<file path="src/rtl/catch_led_engine.sv">
// Catch-the-LED game core: a single lit LED bounces across N_LEDS outputs and the player
// scores by matching sw to it and pressing the button. Tracks lives, speed level and game over.
module catch_led_engine #(
  parameter int unsigned N_LEDS     = 10,
  parameter int unsigned SCORE_W    = 4,
  parameter int unsigned LIVES      = 3,
  parameter int unsigned MAX_PERIOD = 4,
  parameter int unsigned MAX_LEVEL  = 3,
  parameter int unsigned LEVEL_UP   = 3,
  parameter int unsigned FLASH_CYC  = 2
) (
  input  logic               clk_1Hz,
  input  logic               reset,
  input  logic               button_i,
  input  logic [N_LEDS-1:0]  sw_i,
  output logic [N_LEDS-1:0]  led_o,
  output logic [SCORE_W-1:0] score_o,
  output logic [2:0]         lives_o,
  output logic [1:0]         level_o,
  output logic               game_over_o
);

  localparam int unsigned CntW   = (MAX_PERIOD > 1) ? $clog2(MAX_PERIOD) : 1;
  localparam int unsigned HitW   = $clog2(LEVEL_UP + 1);
  localparam int unsigned FlashW = (FLASH_CYC > 1) ? $clog2(FLASH_CYC) : 1;

  typedef enum logic [1:0] {StPlay, StMiss, StOver} state_e;

  state_e             state_q, state_d;
  logic [N_LEDS-1:0]  led_q, led_d;
  logic               dir_up_q, dir_up_d;
  logic [CntW-1:0]    step_cnt_q, step_cnt_d;
  logic [FlashW-1:0]  flash_cnt_q, flash_cnt_d;
  logic [SCORE_W-1:0] score_q, score_d;
  logic [2:0]         lives_q, lives_d;
  logic [1:0]         level_q, level_d;
  logic [HitW-1:0]    hits_q, hits_d;
  logic               game_over_q, game_over_d;
  logic               btn_s1_q, btn_s2_q, btn_prev_q;

  logic              press;
  logic              step_fire;
  logic [CntW-1:0]   last_cnt;
  logic [N_LEDS-1:0] led_step;

  always_ff @(posedge clk_1Hz or negedge reset) begin
    if (!reset) begin
      state_q     <= StPlay;
      led_q       <= N_LEDS'(1);
      dir_up_q    <= 1'b1;
      step_cnt_q  <= '0;
      flash_cnt_q <= '0;
      score_q     <= '0;
      lives_q     <= 3'(LIVES);
      level_q     <= '0;
      hits_q      <= '0;
      game_over_q <= 1'b0;
      btn_s1_q    <= 1'b1;
      btn_s2_q    <= 1'b1;
      btn_prev_q  <= 1'b1;
    end else begin
      state_q     <= state_d;
      led_q       <= led_d;
      dir_up_q    <= dir_up_d;
      step_cnt_q  <= step_cnt_d;
      flash_cnt_q <= flash_cnt_d;
      score_q     <= score_d;
      lives_q     <= lives_d;
      level_q     <= level_d;
      hits_q      <= hits_d;
      game_over_q <= game_over_d;
      btn_s1_q    <= button_i;
      btn_s2_q    <= btn_s1_q;
      btn_prev_q  <= btn_s2_q;
    end
  end

  // Step period shrinks by one per level but never below one cycle.
  always_comb begin
    last_cnt = '0;
    if (MAX_PERIOD > 32'(level_q) + 32'd1) begin
      last_cnt = CntW'(MAX_PERIOD - 32'(level_q) - 32'd1);
    end
  end

  assign press     = btn_prev_q & ~btn_s2_q;
  assign step_fire = (step_cnt_q >= last_cnt);
  assign led_step  = dir_up_q ? (led_q << 1) : (led_q >> 1);

  always_comb begin
    state_d     = state_q;
    led_d       = led_q;
    dir_up_d    = dir_up_q;
    step_cnt_d  = step_cnt_q;
    flash_cnt_d = flash_cnt_q;
    score_d     = score_q;
    lives_d     = lives_q;
    level_d     = level_q;
    hits_d      = hits_q;
    game_over_d = game_over_q;

    unique case (state_q)
      StPlay: begin
        if (step_fire) begin
          step_cnt_d = '0;
          led_d      = led_step;
          if (dir_up_q && led_step[N_LEDS-1]) begin
            dir_up_d = 1'b0;
          end else if (!dir_up_q && led_step[0]) begin
            dir_up_d = 1'b1;
          end
        end else begin
          step_cnt_d = step_cnt_q + 1'b1;
        end

        // The guess is judged against the LED shown before this edge's step.
        if (press) begin
          if (sw_i == led_q) begin
            if (score_q != '1) begin
              score_d = score_q + 1'b1;
            end
            if (hits_q == HitW'(LEVEL_UP - 1)) begin
              hits_d = '0;
              if (level_q < 2'(MAX_LEVEL)) begin
                level_d = level_q + 1'b1;
              end
            end else begin
              hits_d = hits_q + 1'b1;
            end
          end else begin
            led_d      = '1;
            step_cnt_d = '0;
            lives_d    = lives_q - 1'b1;
            if (lives_q == 3'd1) begin
              state_d     = StOver;
              game_over_d = 1'b1;
            end else begin
              state_d     = StMiss;
              flash_cnt_d = '0;
            end
          end
        end
      end

      StMiss: begin
        led_d      = '1;
        step_cnt_d = '0;
        if (flash_cnt_q == FlashW'(FLASH_CYC - 1)) begin
          state_d  = StPlay;
          led_d    = N_LEDS'(1);
          dir_up_d = 1'b1;
        end else begin
          flash_cnt_d = flash_cnt_q + 1'b1;
        end
      end

      StOver: begin
        led_d = '1;
        if (press) begin
          state_d     = StPlay;
          led_d       = N_LEDS'(1);
          dir_up_d    = 1'b1;
          step_cnt_d  = '0;
          flash_cnt_d = '0;
          score_d     = '0;
          lives_d     = 3'(LIVES);
          level_d     = '0;
          hits_d      = '0;
          game_over_d = 1'b0;
        end
      end

      default: begin
        state_d = StPlay;
      end
    endcase
  end

  assign led_o       = led_q;
  assign score_o     = score_q;
  assign lives_o     = lives_q;
  assign level_o     = level_q;
  assign game_over_o = game_over_q;

endmodule

</file>
<file path="config.mk">
export PLATFORM = sky130hd
export DESIGN_NAME = catch_led_engine
export DESIGN_NICKNAME = d
export VERILOG_FILES = /design/src/rtl/catch_led_engine.sv
export SDC_FILE = /design/constraint.sdc
export NUM_CORES = 1
export LEC_CHECK = 0
export CORE_ASPECT_RATIO = 0.7
export CORE_MARGIN = 2
export CORE_UTILIZATION = 35
export DETAILED_ROUTE_END_ITERATION = 10
export HOLD_SLACK_MARGIN = 0.1
export PLACE_DENSITY_LB_ADDON = 0.25
export SLEW_MARGIN = 30
export SYNTH_ARGS = -nofsm -noshare
export SYNTH_HDL_FRONTEND = slang
export SYNTH_SLANG_ARGS = --single-unit
</file>
<file path="constraint.sdc">
create_clock -name clk_1Hz -period 3.95 [get_ports clk_1Hz]
set_input_delay 0.79 -clock clk_1Hz [delete_from_list [all_inputs] [get_ports clk_1Hz]]
set_output_delay 0.79 -clock clk_1Hz [all_outputs]
set_load 0.03 [all_outputs]
</file>
==> notes.md, run 1 <==
The flow completed. Sequential standard cell area landed at slightly below 800 um2. Static leakage landed at 1.09 nW. Along the critical path, the tally of buffer and inverter instances is 1. Sum of met2 wire segment lengths after detailed routing landed at 2010 um. In the final layout, the share of cells above drive strength 1 is 0.0962.

Among all stages on the critical path, the largest delay is contributed by sky130_fd_sc_hd__a2111oi_4. Final routed DRC violation total landed at 0. Non-clock buffer instance count of the final layout landed at 33. Overflow left after global routing landed at 0.

The share of synthesized area in the top cell type comes to 0.304. Number of filler cells placed in the layout landed at 530. Depth of the critical timing path with buffers and inverters included landed at 6.

By area the synthesized netlist is led by sky130_fd_sc_hd__dfrtp_1, sky130_fd_sc_hd__dfstp_2, sky130_fd_sc_hd__ha_1. Dividing the final minimum period by the clock period gives 0.701. The capture point of the critical path was reported as led_o[9]$_DFFE_PN0N_. The first global-routing pass estimated 8250 um of wire. Number of vias in the routed layout landed at 1707. Area growth from synthesis to final layout landed at 23.9%. According to the finish report, the design has a final net count of 262. Core area landed at 5340 um2.

Chip area in the Yosys report landed at 1980 um2. Dividing the detail-routed via count by the number of cells gives 5.49. Number of cells traversed by the worst hold path landed at 0.

According to the timing report, the data required time at the worst endpoint equals a little over 4 ns. The setup check on the worst reg-to-reg path leaves a slack of between 1 and 1.5 ns. In this run the number of H-tree levels came out at 2. The cell type that accounts for the most area after synthesis is sky130_fd_sc_hd__dfrtp_1. Number of library cell types mapped by synthesis landed at 48.

Routing resource usage on met3 recorded by global route was 0.0452. Sequential portion of the cell area landed at 0.320. The synthesis stats list as the most numerous cell sky130_fd_sc_hd__dfrtp_1. Horizontal extent of the die landed at 93.9 um. Per the CTS log, the root buffer master is sky130_fd_sc_hd__clkbuf_8.

The synthesis stat section lists a flop and latch total of 31. Cell area reported after detailed placement landed at 2360 um2. Share of synthesized registers carrying an async set or reset landed at 1.00.

The layout report lists the multi-input gate area as about 1100 um2. For reference, the critical path cell chain is clkdlybuf4s50_1 -> xor2_1 -> nor4_2 -> a31oi_2 -> a2111oi_4 -> a221oi_1. In this run the tool buffered the top-level ports with 32 buffer cells. Count of tool warnings landed at 31. STA shows the worst reg2reg path with a cell count of 7.

Final-layout setup total negative slack landed at 0 ns. For reference, the clock transition at the flip-flops on the worst setup and hold paths is 0.08 ns. The path class of the tightest hold or removal check is flop to flop. In this run, the number of DRC markers left after iteration 0 of detailed routing was approximately 98. Max-cap violations in this run came to 0.

Gate count of the mapped netlist landed at just over 200. Number of sinks handled by clock tree synthesis landed at 31. The post-synth count of flops with an enable pin is 0. According to the tapcell log, the count of inserted taps is 72. VDD sags by at most 0.338 mV. Summed over all routing layers, the global router reports a total usage of 0.171. STA lists the startpoint of the worst register-to-register path as state_q[0]$_DFFE_PN0P_. The run finished with clean final reports. STA classifies the critical path endpoint as a flop. Endpoints failing hold in the final report were tallied at 0. Setup repair after global routing left no endpoint under its margin. The OpenROAD report gives the critical path a data arrival time of 2.90 ns. In this design, the largest share of critical-path delay is due to AND-OR/OR-AND gates. Tally of nets with antenna violations remaining after routing landed at 0. Number of resized instances in the post-cts repair step landed at 0. STA shows the worst min-delay path finishing at btn_s2_q$_DFF_PN1_.

Total of clock buffers placed in the layout landed at 7. Peak clock frequency supported by timing landed at 361 MHz. Multi-input combinational cells in the finished layout were counted as around 150. Number of cell rows landed at 22. Routability-driven placement finished with a final weighted congestion of roughly 0.8. STA classifies the critical path startpoint as an input pin.

By count the netlist is led by sky130_fd_sc_hd__dfrtp_1, sky130_fd_sc_hd__inv_1, sky130_fd_sc_hd__nor2_1, sky130_fd_sc_hd__ha_1. During synthesis, Yosys emitted a total of 0 warnings. After routing the design area is between 2000 and 2500 um2. Number of flip-flops in the largest register landed at 10. Power per unit of standard cell area landed at between 700 and 800 nW/um2. The number of global-route vias before repair was 1635. Number of post-CTS setup repair buffers landed at 0. In this run the deepest clock path goes through 2 buffers. In the final report, the number of pins over their slew limit comes to 0. At the floorplan stage, the core utilization is reported as 0.370. Number of inserted diodes landed at 0. Before any placement, the netlist area is recorded as 1980 um2. TritonRoute output was used to compute an average wire per cell of 15.5 um. Entering global routing, the biggest net connects 32 pins. The completed layout was analyzed and its total power is 0.00179 W. Final tally of setup violations landed at 0. Final-layout non-clock buffer area share landed at 0.134. Number of antenna violations at the first check in global routing landed at 0.

The class occupying the most area after layout is reported as multi-input combinational cells. TritonCTS built the clock tree. Synthesized net count landed at 231. After synthesis, the design contains 207 cells according to Yosys.

Proportion of cell area spent on the clock network landed at 0.0373. Of the synthesized area, sequential elements account for 0.397. Worst slew margin relative to its limit landed at 0.515. From bottom edge to top edge, the die measures between 60 and 70 um. The launch point of the worst min-delay path is recorded as btn_s1_q$_DFF_PN1_.

OpenSTA lists the critical path startpoint as sw_i[6]. The endpoint identified for the worst register-to-register timing path is led_o[9]$_DFFE_PN0N_.
## run 1: through the flow
| step | hold WS (ns) | setup slack (ns) |
|---|---|---|
| 2_1_floorplan | 0.345 | 1.62 |
| 3_3_place_gp | 0.347 | 0.965 |
| 3_5_place_dp | 0.356 | 0.903 |
| 4_1_cts | 0.365 | 1.19 |
| 5_1_grt | 0.370 | 0.978 |
| 6_report | 0.361 | 1.18 |
## run 1: cells by family after synthesis
kind of cell,Yosys count,synth area share
adder cells (fa/ha/maj),11,0.0696
XOR/XNOR,10,0.0443
AND-OR/OR-AND,58,0.224
AND/OR/NAND/NOR,57,0.159
buffers and inverters,31,0.0601
multiplexers,9,0.0462
flip-flops,31,0.397
## run 1: layout by cell type, fill, tap and decap left out, types with 8 or more instances in the layout
master / n
sky130_fd_sc_hd__nand2_1: 8
sky130_fd_sc_hd__xor2_1: 10
sky130_fd_sc_hd__a221oi_1: 10
sky130_fd_sc_hd__dfrtp_1: 24
sky130_fd_sc_hd__clkdlybuf4s50_1: 32
sky130_fd_sc_hd__mux2i_1: 8
sky130_fd_sc_hd__inv_1: 21
sky130_fd_sc_hd__nor2_1: 14
sky130_fd_sc_hd__a21oi_1: 9
sky130_fd_sc_hd__ha_1: 11
## run 1: worst reg2reg max path: cells and delay by family, from the launching register on
kind | cells | cell delay [ns]
compound gates | 4 | 1.24
fa+ha+maj | 1 | 0.49
buf+inv | 2 | 0.47
flops | 1 | 0.41
## run 1: where the power goes
| group | internal [W] | switching, W | leakage, nW |
|---|---|---|---|
| registers | 0.000438 | 0.000158 | 0.360 |
| logic | 0.000395 | 0.000544 | 0.683 |
| clock network | 0.000140 | 0.000120 | 0.0482 |
| total | 0.000973 | 0.000822 | 1.09 |
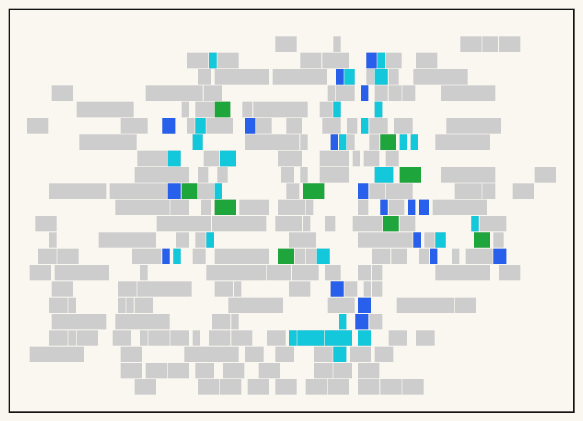
Run 1: gate families picked out
(6 px per um)
legend:
  blue:
    family: NAND gates
    cells: 18
  cyan:
    family: NOR gates
    cells: 27
  green:
    family: AND-OR and OR-AND gates
    cells: 9
    where: centre
filler-free cell count of the finished design: 311
logic share of the area: 0.438
Top cell excl fill/tap: sky130_fd_sc_hd__clkdlybuf4s50_1

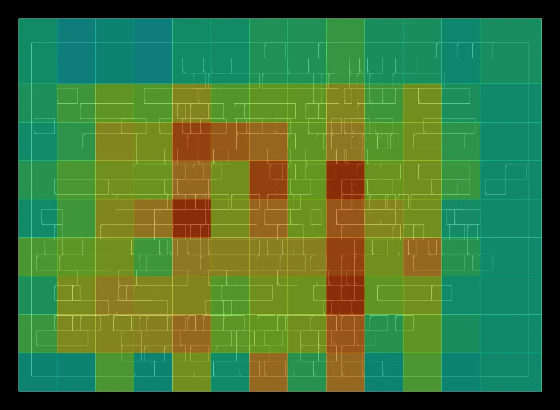
Run 1: track usage over the die
global routing usage on met1: 0.253
global routing met2 resource utilization: 0.235

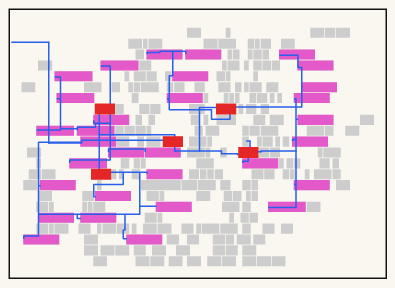
Run 1: clock network drawn from the DEF
(4 px per um)
legend:
  blue:
    item: clock wires
    length: 476 um
  red:
    item: clock drivers
    count: 5
  magenta:
    item: flip-flops
    count: 31
routed clock nets: 6
clock skew after layout: 0.0147 ns
power share of the clock group: 0.145
worst skew pair latency: 0.29 ns
power of the clock network: 0.000261 W

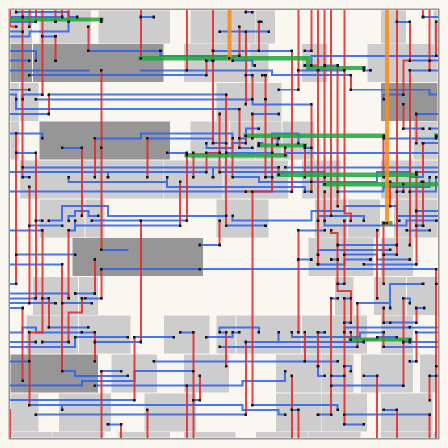
Run 1: layout detail
Region (32, 5) to (62, 35) um. Cells in grey, sequential cells in the stronger grey; small squares are vias.
legend:
  green:
    layer: metal 3
  blue:
    layer: metal 1
  orange:
    layer: metal 4
  red:
    layer: metal 2
cells with their middle in the window: 59
most frequent: xor2_1 (7), inv_1 (5)
netlist names of flops here include: `led_o` (3), `state_q` (1)
sequential cells in the window: 4

Run 1, routed metal per tile:
(4 px per um) 19 x 13 tiles, from white (low) to dark blue (high), scaled to the fullest tile. Values are wire area over tile area, all layers added.
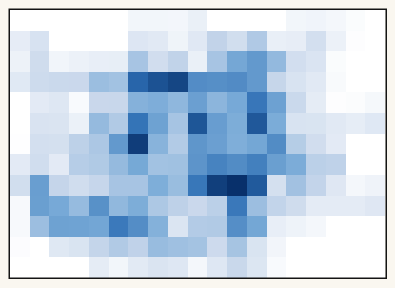

--- run 2 (diff from run 1) ---
==> constraint.sdc (replaced) <==
create_clock -name clk_1Hz -period 2.9 [get_ports clk_1Hz]
set_input_delay 0.58 -clock clk_1Hz [delete_from_list [all_inputs] [get_ports clk_1Hz]]
set_output_delay 0.58 -clock clk_1Hz [all_outputs]
set_load 0.03 [all_outputs]
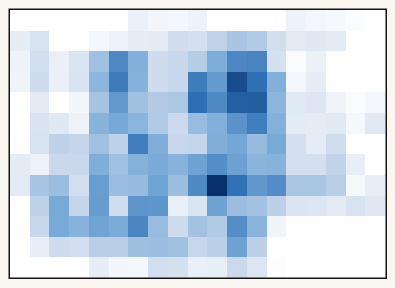
Run 2: routed metal per tile
(4 px per um) 19 x 13 tiles, from white (low) to dark blue (high), scaled to the fullest tile. Values are wire area over tile area, all layers added.
emptiest ninth of the die: south-east
densest ninth of the die: centre
fullest tile: 0.48
Post-Route WL: 4780 um
total track usage: 0.168
Routed wire per std cell: 15.0 um
via count: 1710

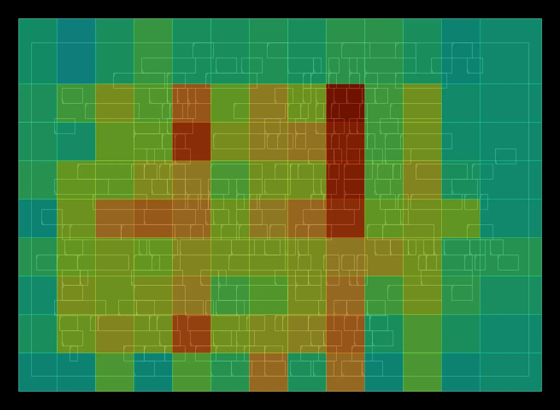
Run 2: track usage over the die
most used routing layer: met1
global routing met2 resource utilization: 0.238
met3 track utilization from global routing: 0.0351

==> notes.md, run 2 <==
The flow completed. The final routed DRC violation total came to 0 (unchanged). The cell at the root of the clock tree is sky130_fd_sc_hd__clkbuf_8 (unchanged). The final tally of setup violations is 0 (unchanged). Gate count of the mapped netlist landed at 207 (unchanged). The clock tree from TritonCTS was yes (unchanged).

Total power landed at 0.00247 W (was 0.00179 W). Clock-pin slew on the worst setup and hold paths landed at 0.07 ns (was 0.08 ns). The number of cells traversed by the worst hold path came to 0 (unchanged). Final-layout setup total negative slack landed at 0 ns (unchanged).

Count of max-cap constraint violations landed at 0 (unchanged). Based on the critical path, the design can be clocked at up to 412 MHz. Synthesized area landed at 1980 um2 (unchanged). Tally of nets with antenna violations remaining after routing landed at 0 (unchanged).

Yosys stat cell total landed at 207 (unchanged). The chip area in the Yosys report came to 1980 um2 (unchanged). The cell area reported after detailed placement was 2410 um2 (was 2360 um2).

The number of synthesized flops with an enable pin is 0 (unchanged). The number of DRC violations after detailed-routing iteration 0 came to 70 (was 98). The number of inserted diodes came to 0 (unchanged). Horizontal extent of the die landed at 93.9 um (unchanged). Routed via count divided by cell count landed at 5.38 (was 5.49). The number of resized instances in the post-cts repair step was 0 (unchanged). Number of post-CTS setup repair buffers landed at 0 (unchanged). The synthesized net count came to 231 (unchanged). The cell taking the most area after synthesis was sky130_fd_sc_hd__dfrtp_1 (unchanged). The core area was 5340 um2 (unchanged). Run status: complete, no violations (unchanged). The number of pins exceeding their max-slew limit in the final report came to 0 (unchanged). The layout cell share with drive strength beyond 1 is 0.122 (was 0.0962). The power per unit of standard cell area was 987 nW/um2 (was 732 nW/um2). Number of global-route vias before repair landed at 1571 (was 1635). Depth of the most critical reg-to-reg path landed at 6 (was 7). Number of flip-flops in the largest register landed at 10 (unchanged).

The worst hold-check path type is flop to flop (unchanged). The capturing element of the worst setup path is led_o[1]$_DFFE_PN0N_ (was led_o[9]$_DFFE_PN0N_). Number of endpoints with negative hold slack in the final report landed at 0 (unchanged).

The data arrival time at the worst-slack endpoint is 2.56 ns (was 2.90 ns). The sequential-to-total area share from yosys stat was 0.397 (unchanged). The area share of the largest cell type after synthesis came to 0.304 (unchanged). Setup repair after global routing missed its margin: no (unchanged).

The leading register cell type out of synthesis is sky130_fd_sc_hd__dfrtp_1 (unchanged). Number of antenna violations at the first check in global routing landed at 0 (unchanged). Most numerous cell types in the synthesized netlist: sky130_fd_sc_hd__dfrtp_1, sky130_fd_sc_hd__inv_1, sky130_fd_sc_hd__nor2_1, sky130_fd_sc_hd__ha_1 (unchanged).

The launch point of the critical path was sw_i[9] (was sw_i[6]). The global-route wire length before repair came to 7990 um (was 8250 um). The slack of the worst reg-to-reg path was 0.55 ns (was 1.24 ns). Count of tool warnings landed at 31 (unchanged).

Net count of the finished layout landed at 269 (was 262). The number of library cell types mapped by synthesis was 48 (unchanged). The startpoint type of the worst setup path is an input pin (unchanged). Number of filler cells placed in the layout landed at 527 (was 530). The end point of the worst hold path is btn_s2_q$_DFF_PN1_ (unchanged). The number of sinks handled by clock tree synthesis came to 31 (unchanged).

The maximum number of pins on one net before global-route repair came to 32 (unchanged). The most common cell in the netlist was sky130_fd_sc_hd__dfrtp_1 (unchanged). Cell types with the largest area share after synthesis: sky130_fd_sc_hd__dfrtp_1, sky130_fd_sc_hd__dfstp_2, sky130_fd_sc_hd__ha_1 (unchanged). The maximum buffer depth of the clock tree was 2 (unchanged).

Post-route cell area landed at 2500 um2 (was 2450 um2). The worst endpoint required time was 3.03 ns (was 4.08 ns). Insertion delay of the later-clocked pin in the worst-skew pair landed at 0.29 ns (about the same). The number of cell rows was 22 (unchanged).

The sequential standard cell area was 785 um2 (unchanged). The worst slew margin relative to its limit came to 0.604 (was 0.515). Area taken by multi-input logic gates landed at 1070 um2 (unchanged). The startpoint of the tightest hold check path is btn_s1_q$_DFF_PN1_ (unchanged). The die span in y came to 66.9 um (unchanged).

Leading cell types in the layout, fill and taps excluded: sky130_fd_sc_hd__clkdlybuf4s50_1, sky130_fd_sc_hd__dfrtp_1, sky130_fd_sc_hd__inv_1 (unchanged). The most numerous logic cell after layout is sky130_fd_sc_hd__clkdlybuf4s50_1 (unchanged). Critical path cell sequence: clkdlybuf4s50_1 -> xor2_1 -> nor4_2 -> a31oi_2 -> a2111oi_4 -> a221oi_1 (unchanged). Post-route period utilization is reported as 0.836. Number of register bits inferred by synthesis landed at 31 (unchanged). Clock skew landed at 0.0101 ns (was 0.0147 ns).

Worst ir drop on vdd landed at 0.456 mV (was 0.338 mV). Area growth from synthesis to final layout landed at 26.2% (was 23.9%). Static leakage landed at 1.12 nW (was 1.09 nW).

The end of the worst register-to-register path is led_o[1]$_DFFE_PN0N_ (was led_o[9]$_DFFE_PN0N_). The library cell contributing the largest single delay on the critical path was sky130_fd_sc_hd__a2111oi_4 (unchanged). Routability congestion estimate from global placement landed at 0.762 (was 0.808). The critical register-to-register path startpoint is level_o[0]$_DFFE_PN0P_ (was state_q[0]$_DFFE_PN0P_). Depth of the CTS H-tree landed at 2 (unchanged). Pre-placement core utilization landed at 0.370 (unchanged). Overflow left after global routing landed at 0 (unchanged).
==> run 2: cell types whose count changed in the layout (fill, tap and decap cells not counted), sizes merged <==
cell,delta
buf,+7
clkinvlp,+1
clkbuf,-1
==> run 2: worst max-delay path, delay by kind of cell <==
| kind | cells | cell delay, ns |
|---|---|---|
| buffers and inverters | 1 | 0.41 |
| AOI/OAI and AO/OA | 3 | 0.98 |
| xor gates and xnor gates | 1 | 0.17 |
| and+or+nand+nor | 1 | 0.41 |
==> run 2: per-layer routing <==
layer | GRT usage | wire length (um) | vias to the layer above
met2 | 0.238 | 1910 | 45
met3 | 0.0351 | 231 | 7
met4 | 0.0598 | 71 | 0
met5 | 0 | 0 | -
met1 | 0.251 | 2560 | 823
li1 | - | - | 835
==> run 2: logic make-up after synthesis <==
kind of cell / count (synthesis) / share of synthesized area
flip-flops: 31 / 0.397
XOR/XNOR: 10 / 0.0443
buffers and inverters: 31 / 0.0601
AND-OR/OR-AND: 58 / 0.224
adder cells (fa/ha/maj): 11 / 0.0696
multiplexers: 9 / 0.0462
AND/OR/NAND/NOR: 57 / 0.159
==> run 2: per-stage QoR <==
stage	setup slack [ns]	instances	hold WS, ns
2_1_floorplan	0.662	207	0.284
3_3_place_gp	0.219	310	0.346
4_1_cts	0.505	318	0.358
3_5_place_dp	0.194	310	0.347
6_report	0.476	318	0.358
5_1_grt	0.373	318	0.366
==> run 2: cell type report <==
type,count,share of cell area
Inverter,22,0.0331
Timing Repair Buffer,40,0.152
Clock buffer,6,0.0291
Clock inverter,2,0.00501
Tap cell,72,0.0361
Multi-Input combinational cell,145,0.430
Sequential cell,31,0.314
==> run 2: report_power, final <==
part           switching [W]  internal [W]  leakage (nW)
logic               0.000741      0.000577         0.716
registers           0.000211      0.000596         0.360
clock network       0.000173      0.000168        0.0412
total                0.00113       0.00134          1.12
No activity file was given, so power comes from the tool's default toggle rates.
